Met1 routing:
Supply wires on this layer in gray. Cells faint in the background.
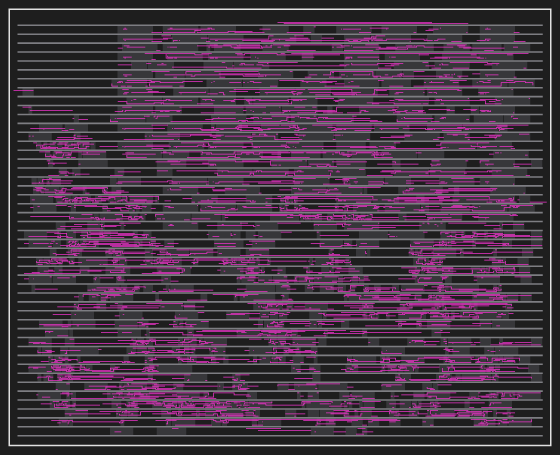
Met2 routing:
Cells faint in the background.
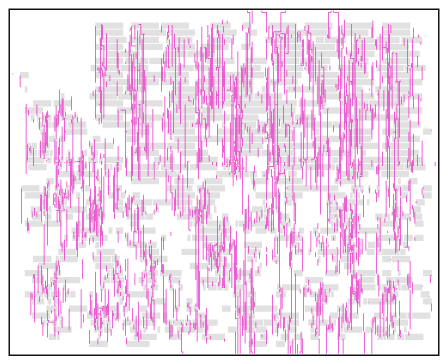
<file path="src/rtl/usb_uart_loopback_fifo.sv">
// Loopback engine for the USB CDC UART streams.
// Host bytes pass through a DEPTH-entry FIFO and back to the host. A runtime
// mode selects plain echo, echo with CR -> CR/LF expansion, a counting test
// pattern, or sink. Stretched activity strobes and a received-byte counter
// are provided for the LED driver and for debug.
module usb_uart_loopback_fifo #(
  parameter int WIDTH   = 8,
  parameter int DEPTH   = 16,
  parameter int STRETCH = 2400000
) (
  input  logic                     clk_48mhz,
  input  logic                     reset,
  input  logic [1:0]               mode,
  input  logic [WIDTH-1:0]         rx_data,
  input  logic                     rx_valid,
  output logic                     rx_ready,
  output logic [WIDTH-1:0]         tx_data,
  output logic                     tx_valid,
  input  logic                     tx_ready,
  output logic [$clog2(DEPTH):0]   level,
  output logic                     rx_led,
  output logic                     tx_led,
  output logic [15:0]              rx_count
);

  localparam int AW = $clog2(DEPTH);
  localparam int LW = AW + 1;
  localparam int CW = $clog2(STRETCH + 1);

  localparam logic [LW-1:0]    FULL_LVL = LW'(DEPTH);
  localparam logic [CW-1:0]    LED_LOAD = CW'(STRETCH);
  localparam logic [WIDTH-1:0] CHAR_CR  = WIDTH'(8'h0D);
  localparam logic [WIDTH-1:0] CHAR_LF  = WIDTH'(8'h0A);

  localparam logic [1:0] MODE_ECHO = 2'd0;
  localparam logic [1:0] MODE_LF   = 2'd1;
  localparam logic [1:0] MODE_PAT  = 2'd2;

  typedef enum logic {S_IDLE, S_INSERT} state_t;

  state_t             state, state_nxt;
  logic [WIDTH-1:0]   mem [DEPTH];
  logic [AW-1:0]      rd_ptr, wr_ptr;
  logic [LW-1:0]      level_q;
  logic [WIDTH-1:0]   pat;
  logic [15:0]        rx_count_q;
  logic [CW-1:0]      rx_led_cnt, tx_led_cnt;

  logic               full, empty;
  logic               wr_en, pat_wr;
  logic [WIDTH-1:0]   wr_data;
  logic               rx_fire, tx_fire;

  assign full     = (level_q == FULL_LVL);
  assign empty    = (level_q == '0);
  assign tx_valid = !empty;
  assign tx_data  = mem[rd_ptr];
  assign level    = level_q;
  assign rx_count = rx_count_q;
  assign rx_led   = (rx_led_cnt != '0);
  assign tx_led   = (tx_led_cnt != '0);
  assign rx_fire  = rx_valid && rx_ready;
  assign tx_fire  = tx_valid && tx_ready;

  // LF-insert state register
  always_ff @(posedge clk_48mhz) begin
    if (reset) state <= S_IDLE;
    else       state <= state_nxt;
  end

  // Next state: a pending LF always finishes first, whatever the mode now is
  always_comb begin
    state_nxt = state;
    if (state == S_INSERT) begin
      if (!full) state_nxt = S_IDLE;
    end else if (mode == MODE_LF && rx_fire && rx_data == CHAR_CR) begin
      state_nxt = S_INSERT;
    end
  end

  // Write source and rx handshake; rx_ready never looks at rx_valid
  always_comb begin
    rx_ready = 1'b0;
    wr_en    = 1'b0;
    pat_wr   = 1'b0;
    wr_data  = rx_data;
    if (!reset) begin
      if (state == S_INSERT) begin
        wr_en   = !full;
        wr_data = CHAR_LF;
      end else begin
        case (mode)
          MODE_ECHO, MODE_LF: begin
            rx_ready = !full;
            wr_en    = rx_valid && !full;
          end
          MODE_PAT: begin
            rx_ready = 1'b1;
            wr_en    = !full;
            pat_wr   = !full;
            wr_data  = pat;
          end
          default: begin
            rx_ready = 1'b1;
          end
        endcase
      end
    end
  end

  // FIFO storage; data is not reset, validity comes from level
  always_ff @(posedge clk_48mhz) begin
    if (wr_en) mem[wr_ptr] <= wr_data;
  end

  // FIFO pointers and occupancy
  always_ff @(posedge clk_48mhz) begin
    if (reset) begin
      wr_ptr  <= '0;
      rd_ptr  <= '0;
      level_q <= '0;
    end else begin
      if (wr_en)   wr_ptr <= wr_ptr + AW'(1);
      if (tx_fire) rd_ptr <= rd_ptr + AW'(1);
      case ({wr_en, tx_fire})
        2'b10:   level_q <= level_q + LW'(1);
        2'b01:   level_q <= level_q - LW'(1);
        default: level_q <= level_q;
      endcase
    end
  end

  // Pattern generator restarts at zero on every entry into pattern mode
  always_ff @(posedge clk_48mhz) begin
    if (reset || mode != MODE_PAT) pat <= '0;
    else if (pat_wr)               pat <= pat + WIDTH'(1);
  end

  // Received-byte counter, counts discarded bytes too
  always_ff @(posedge clk_48mhz) begin
    if (reset)        rx_count_q <= '0;
    else if (rx_fire) rx_count_q <= rx_count_q + 16'd1;
  end

  // Activity strobe stretchers
  always_ff @(posedge clk_48mhz) begin
    if (reset) begin
      rx_led_cnt <= '0;
      tx_led_cnt <= '0;
    end else begin
      if (rx_fire)                rx_led_cnt <= LED_LOAD;
      else if (rx_led_cnt != '0)  rx_led_cnt <= rx_led_cnt - CW'(1);
      if (tx_fire)                tx_led_cnt <= LED_LOAD;
      else if (tx_led_cnt != '0)  tx_led_cnt <= tx_led_cnt - CW'(1);
    end
  end

endmodule

</file>
<file path="config.mk">
export PLATFORM = sky130hd
export DESIGN_NAME = usb_uart_loopback_fifo
export DESIGN_NICKNAME = d
export VERILOG_FILES = /design/src/rtl/usb_uart_loopback_fifo.sv
export SDC_FILE = /design/constraint.sdc
export NUM_CORES = 1
export LEC_CHECK = 0
export CAP_MARGIN = 10
export CELL_PAD_IN_SITES_DETAIL_PLACEMENT = 0
export CELL_PAD_IN_SITES_GLOBAL_PLACEMENT = 2
export CORE_ASPECT_RATIO = 0.8
export CORE_MARGIN = 2
export CORE_UTILIZATION = 45
export DETAILED_ROUTE_END_ITERATION = 7
export PLACE_DENSITY_LB_ADDON = 0.1
export SLEW_MARGIN = 20
export SYNTH_ARGS = -nofsm -noshare
export SYNTH_HDL_FRONTEND = slang
export SYNTH_SLANG_ARGS = --single-unit
</file>
<file path="constraint.sdc">
create_clock -name clk_48mhz -period 4.5 [get_ports clk_48mhz]
set_input_delay 0.45 -clock clk_48mhz [delete_from_list [all_inputs] [get_ports clk_48mhz]]
set_output_delay 0.45 -clock clk_48mhz [all_outputs]
set_load 0.02 [all_outputs]
</file>
==> flow_metrics.env <==
# source this file to load flow results
export IMPL_drtIter0Drc=469
export IMPL_fmax_ghz=0.267
export IMPL_drtPass1Iterations=5
export IMPL_seq_power_mw=2.45
export IMPL_ys_top_logic_family="simple AND/OR/NAND/NOR gates"
export IMPL_diodes=0
export IMPL_async_flop_share_pct=0
export IMPL_utilization_pct=53.8
export IMPL_cts_setup_buffers=0
export IMPL_nMultiInputCombCells=453
export IMPL_cp_arrival_ns=3.30
export IMPL_die_w_um=165
export IMPL_place_ws_ns=0.880
export IMPL_cp_start_kind="flip-flop"
export IMPL_path_max_fanout=13
export IMPL_regMostFlops="mem"
export IMPL_rows=46
export IMPL_power_switching_mw=1.97
export IMPL_worstMarginPinSlew_ns=0.982
export IMPL_n_all_inverters=20
export IMPL_grt_ovfl_total=0
export IMPL_fa_ha_area_share_pct=1.75
export IMPL_die_y_um=132
export IMPL_seq_cells=214
export IMPL_ff2ff_path_depth=13
export IMPL_largestRegisters="mem x128, rx_led_cnt x22, tx_led_cnt x22"
export IMPL_area_growth_pct=16.0
export IMPL_wl_per_cell_um=19.1
export IMPL_met1_length_mm=9.60
export IMPL_report_final_slew_viol_count=0
export IMPL_simple_gate_area_share_pct=14.2
export IMPL_logic_area_um2=3490
export IMPL_clockBufferDepth=3
export IMPL_crit_cells=5
export IMPL_syn_avg_cell_area_um2=12.8
export IMPL_whs_ns=0.470
export IMPL_grt_pass1_vias=5882
export IMPL_use_met1_pct=28.5
export IMPL_wl_mm=20.1
export IMPL_synth_top_cell_by_count="edfxtp_1"
export IMPL_taps=264
export IMPL_final_antenna_net_count=0
export IMPL_hold_class="flip-flop to flip-flop"
export IMPL_clockBufferCount=29
export IMPL_io_pins=47
export IMPL_n_all_buffers=62
export IMPL_clock_latency_ns=0.50
export IMPL_synth_xor_xnor_area_share_pct=5.38
export IMPL_wl_met2_mm=8.93
export IMPL_critical_path_class="flip-flop to output pin"
export IMPL_dpl_cell_count=1012
export IMPL_synth_flops=214
export IMPL_edf_count=128
export IMPL_cts_tree="built"
export IMPL_max_slew_margin_pct=34.3
export IMPL_vias_per_cell=5.57
export IMPL_power_top_group="registers"
export IMPL_largest_reg_flops=128
export IMPL_grt_max_degree=33
export IMPL_hold_end="rx_led_cnt[1]"
export IMPL_grt_usage_pct=19.0
export IMPL_yosys_stat_cells=724
export IMPL_path_clk_slew_ns=0.06
export IMPL_place_gp_congestion=0.766
export IMPL_instances_no_fill=1053
export IMPL_drc=0
export IMPL_ys_area_um2=9290
export IMPL_regArea_um2=5570
export IMPL_cts_root_buf="clkbuf_16"
export IMPL_met3_usage_pct=3.48
export IMPL_yosys_warnings=0
export IMPL_met3WireLength_mm=1.18
export IMPL_synthMuxAreaShare_pct=10.5
export IMPL_endpoint_kind="output pin"
export IMPL_cts_made_buffers=23
export IMPL_hold_viol=0
export IMPL_p_leak_nw=3.56
export IMPL_coreArea_um2=20000
export IMPL_slowest_delay_ns=0.66
export IMPL_outcome="finished, final reports clean"
export IMPL_routed_top_layer="met4"
export IMPL_grt_util_met2_pct=28.8
export IMPL_synth_area_leader_cell="edfxtp_1"
export IMPL_ir_worst_vdd_uv=278
export IMPL_synth_top_area_share_pct=41.4
export IMPL_critPathLaunch="rx_led_cnt[6]"
export IMPL_combPwrFrac_pct=30.3
export IMPL_finClkSkew_ns=0.00569
export IMPL_cp_endpoint="rx_led"
export IMPL_ys_sh_aoi_pct=5.67
export IMPL_layout_nets=801
export IMPL_common_cells="edfxtp_1, dfxtp_1, nor2_1"
export IMPL_place_hpwl_mm=13.3
export IMPL_finalClockPeriodUsage_pct=83.3
export IMPL_cap_viol_max_count=0
export IMPL_comb_share_pct=32.4
export IMPL_synth_seq_share_pct=59.9
export IMPL_antenna_found_initial=0
export IMPL_grt_pass1_wl_mm=32.6
export IMPL_internal_power_mw=4.15
export IMPL_syn_nets=751
export IMPL_seq_share_pct=51.7
export IMPL_n_fill_cell=1670
export IMPL_warnings=30
export IMPL_top_usage_layer="met2"
export IMPL_flop_cell="edfxtp_1"
export IMPL_vias=5865
export IMPL_largestClassByArea="registers"
export IMPL_syn_area_um2=9290
export IMPL_top_cells_by_area="edfxtp_1, dfxtp_1, mux4_2"
export IMPL_grt_setup_unrepaired="no"
export IMPL_setup_ws_ns=0.750
export IMPL_hp_start="rx_led_cnt[1]"
export IMPL_ff2ff_setup_slack_ns=1.12
export IMPL_cp_slowest_cell="nor4_1"
export IMPL_powerComb_mw=1.85
Notes on 'met1 routing' above:
nets with wire on the layer	753
longest straight run	72.2 um
wire length on this layer	9600 um
share of all routed wire	48%
main direction	horizontal

Notes on 'met2 routing' above:
main direction	vertical
longest straight run	46.2 um
nets with wire on the layer	688
share of all routed wire	44%

